**Floorplan with the power grid**

Pins as bars on the die edge. Tap cells in grey.
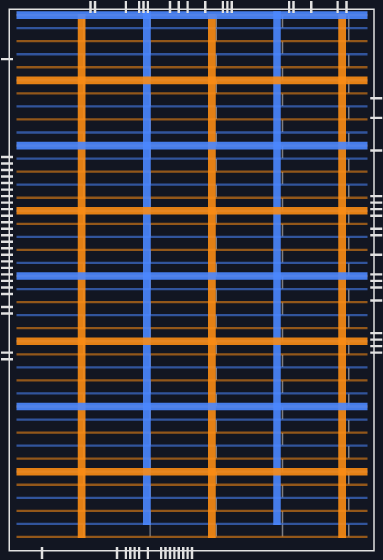
**Placement by cell class**

The bar under the picture is 20 um long. Fill, decap, tap and diode cells in grey.
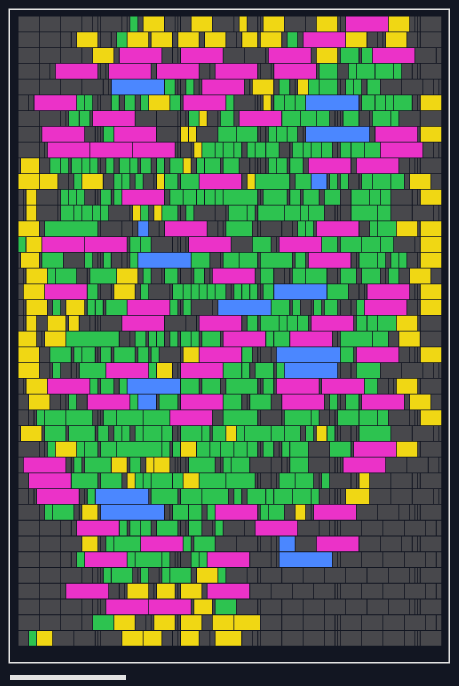
**Clock distribution**

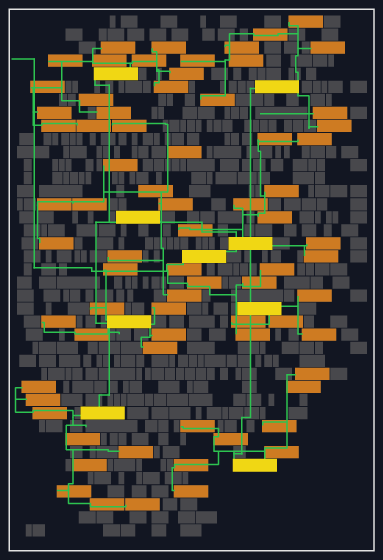
<file path="config.mk">
export PLATFORM = sky130hd
export DESIGN_NAME = best_neighbor_scanner_flat
export DESIGN_NICKNAME = d
export VERILOG_FILES = /design/src/rtl/best_neighbor_scanner_pkg.sv /design/src/rtl/best_neighbor_scanner_if.sv /design/src/rtl/best_neighbor_scanner_max_tracker.sv /design/src/rtl/best_neighbor_scanner.sv /design/src/flat_wrapper.sv
export SDC_FILE = /design/constraint.sdc
export NUM_CORES = 1
export LEC_CHECK = 0
export CAP_MARGIN = 10
export CORE_ASPECT_RATIO = 1.5
export CORE_UTILIZATION = 46
export CTS_CLUSTER_SIZE = 40
export DETAILED_ROUTE_END_ITERATION = 12
export GPL_TIMING_DRIVEN = 0
export PLACE_DENSITY = 0.78
export SYNTH_ARGS = -nofsm -noshare
export SYNTH_HDL_FRONTEND = slang
export SYNTH_SLANG_ARGS = --single-unit
</file>
<file path="constraint.sdc">
create_clock -name clock -period 3.25 [get_ports clock]
set_input_delay 0.65 -clock clock [delete_from_list [all_inputs] [get_ports clock]]
set_output_delay 0.65 -clock clock [all_outputs]
set_load 0.05 [all_outputs]
</file>
<file path="src/rtl/best_neighbor_scanner_pkg.sv">
// Shared memory map, widths and FSM encoding for the best-neighbor scanner.
// The node memory is 2048 bytes, big-endian, read one 16-bit word per cycle.
package best_neighbor_scanner_pkg;

    localparam int ADDR_W        = 16;
    localparam int DATA_W        = 16;
    localparam int WORD_WIDTH    = 16;
    localparam int MEM_DEPTH     = 2048;
    localparam int MAX_NEIGHBORS = 64;
    localparam int IDX_W         = 6;
    localparam int CNT_W         = 7;

    localparam logic [ADDR_W-1:0] NBR_CNT_ADDR = 16'h068A;
    localparam logic [ADDR_W-1:0] QVAL_BASE    = 16'h01C8;
    localparam logic [ADDR_W-1:0] NBR_ID_BASE  = 16'h0048;

    typedef enum logic [2:0] {
        ST_IDLE     = 3'd0,
        ST_RD_COUNT = 3'd1,
        ST_RD_Q     = 3'd2,
        ST_RD_ID    = 3'd3,
        ST_DONE     = 3'd4
    } scan_state_e;

    // Saturate a raw neighborCount word to the table capacity.
    function automatic logic [CNT_W-1:0] clamp_count(input logic [DATA_W-1:0] raw,
                                                     input logic [DATA_W-1:0] limit);
        logic [CNT_W-1:0] result;
        if (raw > limit) begin
            result = limit[CNT_W-1:0];
        end else begin
            result = raw[CNT_W-1:0];
        end
        return result;
    endfunction

endpackage

</file>
<file path="src/rtl/best_neighbor_scanner_if.sv">
// Request/result and memory read-port bundle between the scanner (master)
// and its surroundings: routing FSM plus node memory (slave).
interface best_neighbor_scanner_if #(
    parameter int ADDR_W = 16,
    parameter int DATA_W = 16,
    parameter int IDX_W  = 6
);
    logic              start;
    logic              busy;
    logic              done;
    logic              found;
    logic [IDX_W-1:0]  best_idx;
    logic [DATA_W-1:0] best_q;
    logic [DATA_W-1:0] best_id;
    logic              mem_req;
    logic [ADDR_W-1:0] mem_address;
    logic              mem_wr_en;
    logic [DATA_W-1:0] mem_data_in;

    modport master (
        input  start, mem_data_in,
        output busy, done, found, best_idx, best_q, best_id,
               mem_req, mem_address, mem_wr_en
    );

    modport slave (
        output start, mem_data_in,
        input  busy, done, found, best_idx, best_q, best_id,
               mem_req, mem_address, mem_wr_en
    );
endinterface

</file>
<file path="src/rtl/best_neighbor_scanner_max_tracker.sv">
// Registered running maximum with index capture. The first sample always
// loads; later samples replace only when strictly greater, so ties keep the lowest index.
module best_neighbor_scanner_max_tracker #(
    parameter int DATA_W = 16,
    parameter int IDX_W  = 6
) (
    input  logic              clock,
    input  logic              reset,
    input  logic              clear,
    input  logic              en,
    input  logic              first,
    input  logic [DATA_W-1:0] value,
    input  logic [IDX_W-1:0]  index,
    output logic [DATA_W-1:0] max_value,
    output logic [IDX_W-1:0]  max_index,
    output logic [DATA_W-1:0] next_value,
    output logic [IDX_W-1:0]  next_index
);

    logic [DATA_W-1:0] max_value_r;
    logic [IDX_W-1:0]  max_index_r;
    logic              take_s;

    // Next running max; exposed so the caller can use the final-cycle winner immediately.
    always_comb begin
        take_s     = 1'b0;
        next_value = max_value_r;
        next_index = max_index_r;
        if (en && (first || (value > max_value_r))) begin
            take_s     = 1'b1;
            next_value = value;
            next_index = index;
        end else begin
            take_s     = 1'b0;
        end
    end

    // Running max registers with synchronous clear.
    always_ff @(posedge clock) begin
        if (reset) begin
            max_value_r <= {DATA_W{1'b0}};
            max_index_r <= {IDX_W{1'b0}};
        end else if (clear) begin
            max_value_r <= {DATA_W{1'b0}};
            max_index_r <= {IDX_W{1'b0}};
        end else if (take_s) begin
            max_value_r <= next_value;
            max_index_r <= next_index;
        end
    end

    assign max_value = max_value_r;
    assign max_index = max_index_r;

endmodule

</file>
<file path="src/rtl/best_neighbor_scanner.sv">
// Scans the qValue table for the highest-Q neighbor, then fetches its
// neighborID. Drives the node memory read port one word per cycle while busy.
module best_neighbor_scanner
    import best_neighbor_scanner_pkg::*;
#(
    parameter int                ADDR_W        = best_neighbor_scanner_pkg::ADDR_W,
    parameter int                DATA_W        = best_neighbor_scanner_pkg::DATA_W,
    parameter int                MAX_NEIGHBORS = best_neighbor_scanner_pkg::MAX_NEIGHBORS,
    parameter logic [ADDR_W-1:0] NBR_CNT_ADDR  = best_neighbor_scanner_pkg::NBR_CNT_ADDR,
    parameter logic [ADDR_W-1:0] QVAL_BASE     = best_neighbor_scanner_pkg::QVAL_BASE,
    parameter logic [ADDR_W-1:0] NBR_ID_BASE   = best_neighbor_scanner_pkg::NBR_ID_BASE
) (
    input  logic                     clock,
    input  logic                     reset,
    best_neighbor_scanner_if.master  bus
);

    scan_state_e       state_r;
    scan_state_e       state_nx;
    logic [CNT_W-1:0]  cnt_r;
    logic [CNT_W-1:0]  cnt_s;
    logic [CNT_W-1:0]  i_r;
    logic              last_s;
    logic [ADDR_W-1:0] mem_address_r;
    logic              busy_r;
    logic              done_r;
    logic              found_r;
    logic [DATA_W-1:0] best_id_r;
    logic [DATA_W-1:0] max_value_s;
    logic [IDX_W-1:0]  max_index_s;
    logic [DATA_W-1:0] next_value_s;
    logic [IDX_W-1:0]  next_index_s;

    assign cnt_s  = clamp_count(bus.mem_data_in, DATA_W'(MAX_NEIGHBORS));
    assign last_s = (i_r == (cnt_r - 7'd1));

    best_neighbor_scanner_max_tracker #(
        .DATA_W (DATA_W),
        .IDX_W  (IDX_W)
    ) u_max_tracker (
        .clock      (clock),
        .reset      (reset),
        .clear      (state_r == ST_RD_COUNT),
        .en         (state_r == ST_RD_Q),
        .first      (i_r == 7'd0),
        .value      (bus.mem_data_in),
        .index      (i_r[IDX_W-1:0]),
        .max_value  (max_value_s),
        .max_index  (max_index_s),
        .next_value (next_value_s),
        .next_index (next_index_s)
    );

    // FSM state register.
    always_ff @(posedge clock) begin
        if (reset) begin
            state_r <= ST_IDLE;
        end else begin
            state_r <= state_nx;
        end
    end

    // FSM next-state logic.
    always_comb begin
        state_nx = state_r;
        case (state_r)
            ST_IDLE: begin
                if (bus.start) begin
                    state_nx = ST_RD_COUNT;
                end else begin
                    state_nx = ST_IDLE;
                end
            end
            ST_RD_COUNT: begin
                if (cnt_s == 7'd0) begin
                    state_nx = ST_DONE;
                end else begin
                    state_nx = ST_RD_Q;
                end
            end
            ST_RD_Q: begin
                if (last_s) begin
                    state_nx = ST_RD_ID;
                end else begin
                    state_nx = ST_RD_Q;
                end
            end
            ST_RD_ID: state_nx = ST_RD_ID == state_r ? ST_DONE : ST_IDLE;
            ST_DONE:  state_nx = ST_IDLE;
            default:  state_nx = ST_IDLE;
        endcase
    end

    // Datapath: address sequencing, count/index, status flags and the fetched ID.
    always_ff @(posedge clock) begin
        if (reset) begin
            cnt_r         <= {CNT_W{1'b0}};
            i_r           <= {CNT_W{1'b0}};
            mem_address_r <= {ADDR_W{1'b0}};
            busy_r        <= 1'b0;
            done_r        <= 1'b0;
            found_r       <= 1'b0;
            best_id_r     <= {DATA_W{1'b0}};
        end else begin
            busy_r <= (state_nx == ST_RD_COUNT) || (state_nx == ST_RD_Q) ||
                      (state_nx == ST_RD_ID);
            done_r <= (state_nx == ST_DONE);
            case (state_r)
                ST_IDLE: begin
                    if (bus.start) begin
                        mem_address_r <= NBR_CNT_ADDR;
                    end
                end
                ST_RD_COUNT: begin
                    cnt_r   <= cnt_s;
                    i_r     <= {CNT_W{1'b0}};
                    found_r <= 1'b0;
                    if (cnt_s != 7'd0) begin
                        mem_address_r <= QVAL_BASE;
                    end
                end
                ST_RD_Q: begin
                    // The winner including this cycle's entry selects the ID word.
                    if (last_s) begin
                        mem_address_r <= NBR_ID_BASE +
                            {{(ADDR_W-IDX_W-1){1'b0}}, next_index_s, 1'b0};
                    end else begin
                        i_r           <= i_r + 7'd1;
                        mem_address_r <= mem_address_r + ADDR_W'(2);
                    end
                end
                ST_RD_ID: begin
                    best_id_r <= bus.mem_data_in;
                    found_r   <= 1'b1;
                end
                default: begin
                    found_r <= found_r;
                end
            endcase
        end
    end

    assign bus.busy        = busy_r;
    assign bus.mem_req     = busy_r;
    assign bus.done        = done_r;
    assign bus.found       = found_r;
    assign bus.best_idx    = max_index_s;
    assign bus.best_q      = max_value_s;
    assign bus.best_id     = best_id_r;
    assign bus.mem_address = mem_address_r;
    assign bus.mem_wr_en   = 1'b0;

endmodule

</file>
<file path="src/flat_wrapper.sv">
// flat-port wrapper written by rule: the top's interface ports become plain ports
module best_neighbor_scanner_flat import best_neighbor_scanner_pkg::*;
#(
    parameter int                ADDR_W        = best_neighbor_scanner_pkg::ADDR_W,
    parameter int                DATA_W        = best_neighbor_scanner_pkg::DATA_W,
    parameter int                MAX_NEIGHBORS = best_neighbor_scanner_pkg::MAX_NEIGHBORS,
    parameter logic [ADDR_W-1:0] NBR_CNT_ADDR  = best_neighbor_scanner_pkg::NBR_CNT_ADDR,
    parameter logic [ADDR_W-1:0] QVAL_BASE     = best_neighbor_scanner_pkg::QVAL_BASE,
    parameter logic [ADDR_W-1:0] NBR_ID_BASE   = best_neighbor_scanner_pkg::NBR_ID_BASE
)
  (clock, reset, bus_start, bus_mem_data_in, bus_busy, bus_done, bus_found, bus_best_idx, bus_best_q, bus_best_id, bus_mem_req, bus_mem_address, bus_mem_wr_en);
  best_neighbor_scanner_if #(.ADDR_W(ADDR_W), .DATA_W(DATA_W)) bus_i ();
  input  logic clock;
  input  logic reset;
  input wire logic [$bits(bus_i.start)-1:0] bus_start;
  input wire logic [$bits(bus_i.mem_data_in)-1:0] bus_mem_data_in;
  output wire logic [$bits(bus_i.busy)-1:0] bus_busy;
  output wire logic [$bits(bus_i.done)-1:0] bus_done;
  output wire logic [$bits(bus_i.found)-1:0] bus_found;
  output wire logic [$bits(bus_i.best_idx)-1:0] bus_best_idx;
  output wire logic [$bits(bus_i.best_q)-1:0] bus_best_q;
  output wire logic [$bits(bus_i.best_id)-1:0] bus_best_id;
  output wire logic [$bits(bus_i.mem_req)-1:0] bus_mem_req;
  output wire logic [$bits(bus_i.mem_address)-1:0] bus_mem_address;
  output wire logic [$bits(bus_i.mem_wr_en)-1:0] bus_mem_wr_en;
  assign bus_i.start = bus_start;
  assign bus_i.mem_data_in = bus_mem_data_in;
  assign bus_busy = bus_i.busy;
  assign bus_done = bus_i.done;
  assign bus_found = bus_i.found;
  assign bus_best_idx = bus_i.best_idx;
  assign bus_best_q = bus_i.best_q;
  assign bus_best_id = bus_i.best_id;
  assign bus_mem_req = bus_i.mem_req;
  assign bus_mem_address = bus_i.mem_address;
  assign bus_mem_wr_en = bus_i.mem_wr_en;
  best_neighbor_scanner #(.ADDR_W(ADDR_W), .DATA_W(DATA_W), .MAX_NEIGHBORS(MAX_NEIGHBORS), .NBR_CNT_ADDR(NBR_CNT_ADDR), .QVAL_BASE(QVAL_BASE), .NBR_ID_BASE(NBR_ID_BASE)) u_core (.clock(clock), .reset(reset), .bus(bus_i));
endmodule
</file>
==> out/qor.yml <==
run_status:
  status: "finished, final reports clean"
placed_design:
  place_congestion: 0.839
  dpl_cell_area_mm2: 0.00463
  pre_cts_slack_ps: -846
yosys:
  synth.top_cell.area_share_pct: 39.0
  ys_area_mm2: 0.00375
  common_cells: "dfxtp_1, nor2_1, nand2_1"
  area_leaders: "dfxtp_1, ha_1, mux2i_1, nor2_1, nand2_1"
  synth_flops: 73
timing:
  holdWs_ps: 459
  hold_viol: 0
  finalSetupViolCount: 0
pwr:
  seq_power_share_pct: 39.5
  p_sw_share_pct: 25.4
  p_int_mw: 1.77
finish:
  lay_top_cells: "dfxtp_1, clkdlybuf4s50_1, nor2_1"
  layout.cells.most_common: "dfxtp_1"
  area_delta_synth_final_pct: 34.7
  diodes: 0
floorplanning:
  dieWidth_um: 75.7
  core_util_floorplan_pct: 47.1
setup_path:
  r2r_end: "u_core.bus.mem_address[5]"
  cp-endpoint: "u_core.bus.mem_address[5]"
  cp.required_ps: 3520
clock_tree:
  cts_buffer_depth: 2
  cts_made_buffers: 9
hold_path:
  hold_end: "u_core.bus.best_id[9]"
  hp-class: "flop to flop"
grt:
  antenna_found_initial: 0
  grt_max_degree: 14
detailed_routing:
  ant_nets: 0
Notes on 'floorplan with the power grid' above:
| colour | net |
|---|---|
| orange | VSS |
| blue | VDD |
signal pins: 78
met1 rails: 41
met4 straps: 5
Die Ht: 113 um
maximum VDD drop: 0.419 mV

Notes on 'placement by cell class' above:
| colour | class | cells | share of their area |
|---|---|---|---|
| magenta | sequential cells | 73 | 30% |
| green | remaining logic cells | 347 | 45% |
| blue | clock drivers and dummy loads | 16 | 7.0% |
| yellow | remaining buffers and delay cells | 104 | 18% |
Design Area, Final: 0.00505 mm2
core area: 0.00796 mm2
Seq area share: 28.9%
standard-cell row count: 40
Core Util, Final: 63.5%

Notes on 'clock distribution' above:
[yellow] clock-net drivers | count: 9
[orange] flip-flops | count: 73
[green] clock wires | length: 943 um
routed clock nets: 10
Late-Pin Clk Latency: 350 ps
P_clk: 1.14 mW
Clk pwr share: 48.0%
Clock Skew: 6.81 ps

## registers in the layout, indices dropped and copies added, names as in the netlist
register                        cells
u_core.bus.best_id                 16
u_core.bus.mem_address             15
u_core.bus.found                    1
u_core.cnt_r                        7
u_core.bus.done                     1
u_core.u_max_tracker.max_value     16
u_core.u_max_tracker.max_index      6
u_core.i_r                          7
u_core.bus.busy                     1
u_core.state_r                      3
## layout make-up
| class | instances | share of cell area (%) |
|---|---|---|
| Clock buffer | 9 | 4.46 |
| Multi-Input combinational cell | 324 | 42.5 |
| Timing Repair Buffer | 82 | 15.3 |
| Clock inverter | 7 | 2.35 |
| Sequential cell | 73 | 28.9 |
| Buffer | 22 | 2.13 |
| Tap cell | 105 | 2.60 |
| Inverter | 23 | 1.71 |
## cell families (layout without fill, tap and decap cells)
group,Yosys count,in the layout,synth area share (%)
fa+ha+maj,21,21,7.01
flops,73,73,39.0
xor+xnor,24,24,5.81
simple gates,174,174,22.7
mux,24,24,6.47
buf+inv,46,143,5.27
other cells,1,2,0.100
compound gates,79,79,13.6
## worst max-delay path: stages
cell and delay, ps:
clkbuf_2 130, ha_1 320, nand4_1 220, buf_4 150
buf_4 100, o22ai_1 60, a31oi_1 200, and4_1 260
nand2b_4 170, mux2_2 350, ha_2 200, or4_1 520
o211ai_1 100
## layer usage
layer  up-vias  track usage, %  share of wire, %
met5         -               0                 0
met4         0            15.2               4.0
met3        34            4.49               5.7
met2       141            43.9                53
met1      1681            26.7                38
li1       1717               -                 -
## what timing repair did
| item | CTS | global route |
|---|---|---|
| setup endpoints to repair | 5 | 2 |
| pin swaps | 2 | 7 |
| setup buffers | 4 | 4 |
| gates resized | 19 | 14 |
Power is estimated from default activity; no workload was simulated.
